<file path="src/rtl/led_cmd_parser.sv">
// led_cmd_parser
//   Framed command decoder sitting between a UART byte receiver and the
//   per-LED PWM brightness registers. Frames are four bytes:
//   SYNC_BYTE, ID, VAL, CHK where CHK = SYNC_BYTE ^ ID ^ VAL.
//   A good frame yields one WR_EN pulse. Every completed frame
//   (good, bad checksum, bad ID) yields a one-byte ACK/NAK on a
//   one-deep valid/ready response register. An inter-byte timeout
//   abandons stalled frames.
//
// Ports
//   CLK         system clock
//   RST_N       asynchronous active-low reset
//   RX_DATA     received byte, qualified by RX_VALID
//   RX_VALID    one-cycle strobe per received byte
//   WR_EN       one-cycle brightness register write strobe
//   WR_ID       LED ID of the last write (held between strobes)
//   WR_VALUE    brightness of the last write (held between strobes)
//   RESP_DATA   response byte: 8'h06 ACK, 8'h15 checksum NAK, 8'h18 bad-ID NAK
//   RESP_VALID  response pending
//   RESP_READY  transmitter accepts RESP_DATA
//   ERR_COUNT   saturating error counter (checksum, bad ID, timeout)

module led_cmd_parser #(
  parameter int          CLK_FREQ   = 12_000_000,
  parameter int          TIMEOUT_US = 2000,
  parameter int          NUM_LEDS   = 3,
  parameter logic [7:0]  SYNC_BYTE  = 8'hA5
) (
  input  logic       CLK,
  input  logic       RST_N,
  input  logic [7:0] RX_DATA,
  input  logic       RX_VALID,
  output logic       WR_EN,
  output logic [1:0] WR_ID,
  output logic [7:0] WR_VALUE,
  output logic [7:0] RESP_DATA,
  output logic       RESP_VALID,
  input  logic       RESP_READY,
  output logic [7:0] ERR_COUNT
);

  localparam int TIMEOUT_CYCLES = (CLK_FREQ / 1_000_000) * TIMEOUT_US;
  localparam int CNT_BITS       = $clog2(TIMEOUT_CYCLES + 1);
  localparam int CNT_W          = (CNT_BITS > 15) ? CNT_BITS : 15;

  localparam logic [CNT_W-1:0] TIMEOUT_LAST = CNT_W'(TIMEOUT_CYCLES - 1);
  localparam logic [7:0]       NUM_LEDS_B   = 8'(NUM_LEDS);

  localparam logic [7:0] RESP_ACK     = 8'h06;
  localparam logic [7:0] RESP_NAK_CHK = 8'h15;
  localparam logic [7:0] RESP_NAK_ID  = 8'h18;

  typedef enum logic [1:0] {
    IDLE     = 2'd0,
    GOT_SYNC = 2'd1,
    GOT_ID   = 2'd2,
    GOT_VAL  = 2'd3
  } state_t;

  // Expected frame check byte: XOR of the three payload-carrying bytes.
  function automatic logic [7:0] frame_chk(input logic [7:0] sync_b,
                                           input logic [7:0] id_b,
                                           input logic [7:0] val_b);
    return sync_b ^ id_b ^ val_b;
  endfunction

  state_t           state_r;
  logic [CNT_W-1:0] tmo_cnt_r;
  logic [7:0]       id_r;
  logic [7:0]       val_r;

  logic             frame_done_s;
  logic             chk_ok_s;
  logic             id_ok_s;
  logic             write_s;
  logic             timeout_s;
  logic             err_inc_s;
  logic [7:0]       resp_code_s;

  // Frame outcome decode and timeout detection for the current cycle.
  always_comb begin
    frame_done_s = 1'b0;
    chk_ok_s     = 1'b0;
    id_ok_s      = 1'b0;
    write_s      = 1'b0;
    timeout_s    = 1'b0;
    err_inc_s    = 1'b0;
    resp_code_s  = RESP_ACK;

    frame_done_s = (state_r == GOT_VAL) && RX_VALID;
    chk_ok_s     = (RX_DATA == frame_chk(SYNC_BYTE, id_r, val_r));
    id_ok_s      = (id_r < NUM_LEDS_B);

    // Checksum failure takes precedence over a bad ID.
    if (!chk_ok_s) begin
      resp_code_s = RESP_NAK_CHK;
    end else if (!id_ok_s) begin
      resp_code_s = RESP_NAK_ID;
    end else begin
      resp_code_s = RESP_ACK;
    end

    write_s = frame_done_s && chk_ok_s && id_ok_s;

    // A byte arriving on the timeout cycle wins over the timeout.
    timeout_s = (state_r != IDLE) && !RX_VALID && (tmo_cnt_r == TIMEOUT_LAST);

    // Timeout and frame completion are mutually exclusive, so at most one
    // increment request per cycle.
    err_inc_s = timeout_s || (frame_done_s && !(chk_ok_s && id_ok_s));
  end

  // Frame FSM with registered write, response and error outputs.
  always_ff @(posedge CLK or negedge RST_N) begin
    if (!RST_N) begin
      state_r    <= IDLE;
      tmo_cnt_r  <= '0;
      id_r       <= 8'h00;
      val_r      <= 8'h00;
      WR_EN      <= 1'b0;
      WR_ID      <= 2'd0;
      WR_VALUE   <= 8'h00;
      RESP_DATA  <= 8'h00;
      RESP_VALID <= 1'b0;
      ERR_COUNT  <= 8'h00;
    end else begin
      WR_EN <= 1'b0;

      case (state_r)
        IDLE: begin
          // Non-sync bytes in IDLE are dropped without any report.
          if (RX_VALID && (RX_DATA == SYNC_BYTE)) begin
            state_r <= GOT_SYNC;
          end else begin
            state_r <= IDLE;
          end
        end
        GOT_SYNC: begin
          // No mid-frame resync: a sync value here is just an ID.
          if (RX_VALID) begin
            id_r    <= RX_DATA;
            state_r <= GOT_ID;
          end else if (timeout_s) begin
            state_r <= IDLE;
          end else begin
            state_r <= GOT_SYNC;
          end
        end
        GOT_ID: begin
          if (RX_VALID) begin
            val_r   <= RX_DATA;
            state_r <= GOT_VAL;
          end else if (timeout_s) begin
            state_r <= IDLE;
          end else begin
            state_r <= GOT_ID;
          end
        end
        GOT_VAL: begin
          if (RX_VALID) begin
            state_r <= IDLE;
            if (write_s) begin
              WR_EN    <= 1'b1;
              WR_ID    <= id_r[1:0];
              WR_VALUE <= val_r;
            end else begin
              WR_EN    <= 1'b0;
            end
          end else if (timeout_s) begin
            state_r <= IDLE;
          end else begin
            state_r <= GOT_VAL;
          end
        end
        default: begin
          state_r <= IDLE;
        end
      endcase

      // Inter-byte timer: only runs while a frame is partially received.
      if (RX_VALID || (state_r == IDLE) || timeout_s) begin
        tmo_cnt_r <= '0;
      end else begin
        tmo_cnt_r <= tmo_cnt_r + CNT_W'(1);
      end

      // One-deep response register; a new response overrides both a
      // pending one and a same-cycle handshake.
      if (frame_done_s) begin
        RESP_DATA  <= resp_code_s;
        RESP_VALID <= 1'b1;
      end else if (RESP_VALID && RESP_READY) begin
        RESP_VALID <= 1'b0;
      end else begin
        RESP_VALID <= RESP_VALID;
      end

      // Saturating error counter.
      if (err_inc_s && (ERR_COUNT != 8'hFF)) begin
        ERR_COUNT <= ERR_COUNT + 8'd1;
      end else begin
        ERR_COUNT <= ERR_COUNT;
      end
    end
  end

endmodule
</file>
<file path="config.mk">
export PLATFORM = sky130hd
export DESIGN_NAME = led_cmd_parser
export DESIGN_NICKNAME = d
export VERILOG_FILES = /design/src/rtl/led_cmd_parser.sv
export SDC_FILE = /design/constraint.sdc
export NUM_CORES = 1
export LEC_CHECK = 0
export CORE_ASPECT_RATIO = 2
export CORE_MARGIN = 1.5
export CORE_UTILIZATION = 55
export DETAILED_ROUTE_END_ITERATION = 6
export PLACE_DENSITY_LB_ADDON = 0.25
export SKIP_LAST_GASP = 1
export SYNTH_ARGS = -nofsm -noshare
export SYNTH_HDL_FRONTEND = slang
export SYNTH_SLANG_ARGS = --single-unit
export TNS_END_PERCENT = 30
</file>
<file path="constraint.sdc">
create_clock -name CLK -period 5.2 [get_ports CLK]
set_clock_uncertainty 0.1 [all_clocks]
set_input_delay 1.04 -clock CLK [delete_from_list [all_inputs] [get_ports CLK]]
set_output_delay 1.04 -clock CLK [all_outputs]
set_load 0.005 [all_outputs]
</file>
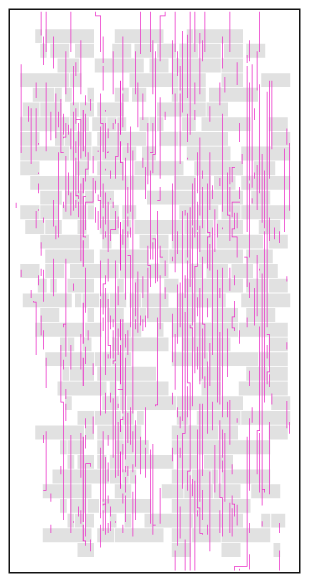
met2.png
The wires run mostly vertical. The layer carries 3050 um of wire. The longest straight run is 48.6 um.

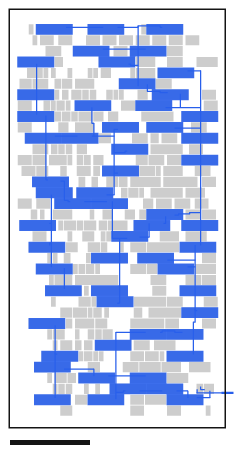
port_nets.png
The bar under the picture is 20 um long.
Key: RST_N = blue [bits 1, direction input, end cells 58, buffers 2, wire 406 um]
# port buffers: 36
I/O pin count: 40

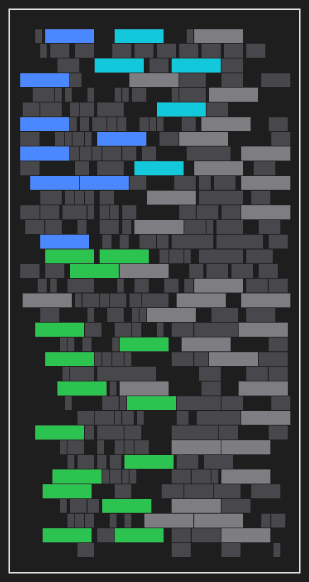
registers.png
Key: ERR_COUNT = blue [flops 8, where upper left]; RESP_DATA = cyan [flops 5, where top center]; tmo_cnt_r = green [flops 15]
Another 30 sequential cells are not colored.
Seq group: 0.677 mW
fraction of standard cell area that is sequential: 42.6%

==> results_dict.tcl <==
# collected from the flow reports
set metrics [dict create \
    run_status "completed" \
    cp.required_ps 5320 \
    share_of_total_power_in_combinational_logic_pct 29.1 \
    p_seq_share_pct 43.7 \
    dr.pass1.iters 4 \
    floorplan.rows 36 \
    layout.nonclk_buf_share_pct 10.9 \
    sw_frac_of_total_pct 30.4 \
    internal_power_mw 1.08 \
    detailroute.wirelength.met2_um 3050 \
    finalCriticalPeriod_ps 3310 \
    path_buffers 2 \
    cts.clk_slew.worst_paths_ps 60 \
    area.share.combinational_pct 38.2 \
    worst-r2r-cell-count 6 \
    cts.repair.resized 0 \
    timing.critical_path.cells "clkdlybuf4s50_1, xor3_1, or4_4, nor4_4, buf_4, mux2_2" \
    r2r_slack_ps 2730 \
    dr.first_iter.drc_count 31 \
    dpl_cell_area_sq_mm 0.00321 \
    globalRouteMet3Util_pct 5.17 \
    timing.max_cap.violations 0 \
    crit_path_start_kind "primary input" \
    hold_path_depth 2 \
    grt_util_all_layers_pct 23.2 \
    grt_busiest_layer "met2" \
    clockBufferDepth 2 \
    vias 1905 \
    met1_length_um 2110 \
    layout.clock_buffers 14 \
    routed_wire_length_um 5520 \
    layout_cell_share_with_drive_strength_beyond_1_pct 18.4 \
    mux_share_pct 13.1 \
    hold_end "RESP_DATA[3]" \
    hold_buffers 0 \
    synth_flops 58 \
    routed_wire_length_per_instance_um 16.5 \
    num_tap_cells 57 \
    synth.cellmix.xorXnorShare_pct 11.5 \
    yosys_cells 230 \
    met3RoutedLength_um 214 \
    placed_cells_incl_taps 318 \
    clockNetworkPower_mw 0.421 \
    fin_setup_tns_ps 0 \
    layout.area.top_class "sequential cells" \
    seq_area_sq_mm 0.00145 \
]
No activity file was given, so power comes from the tool's default toggle rates.
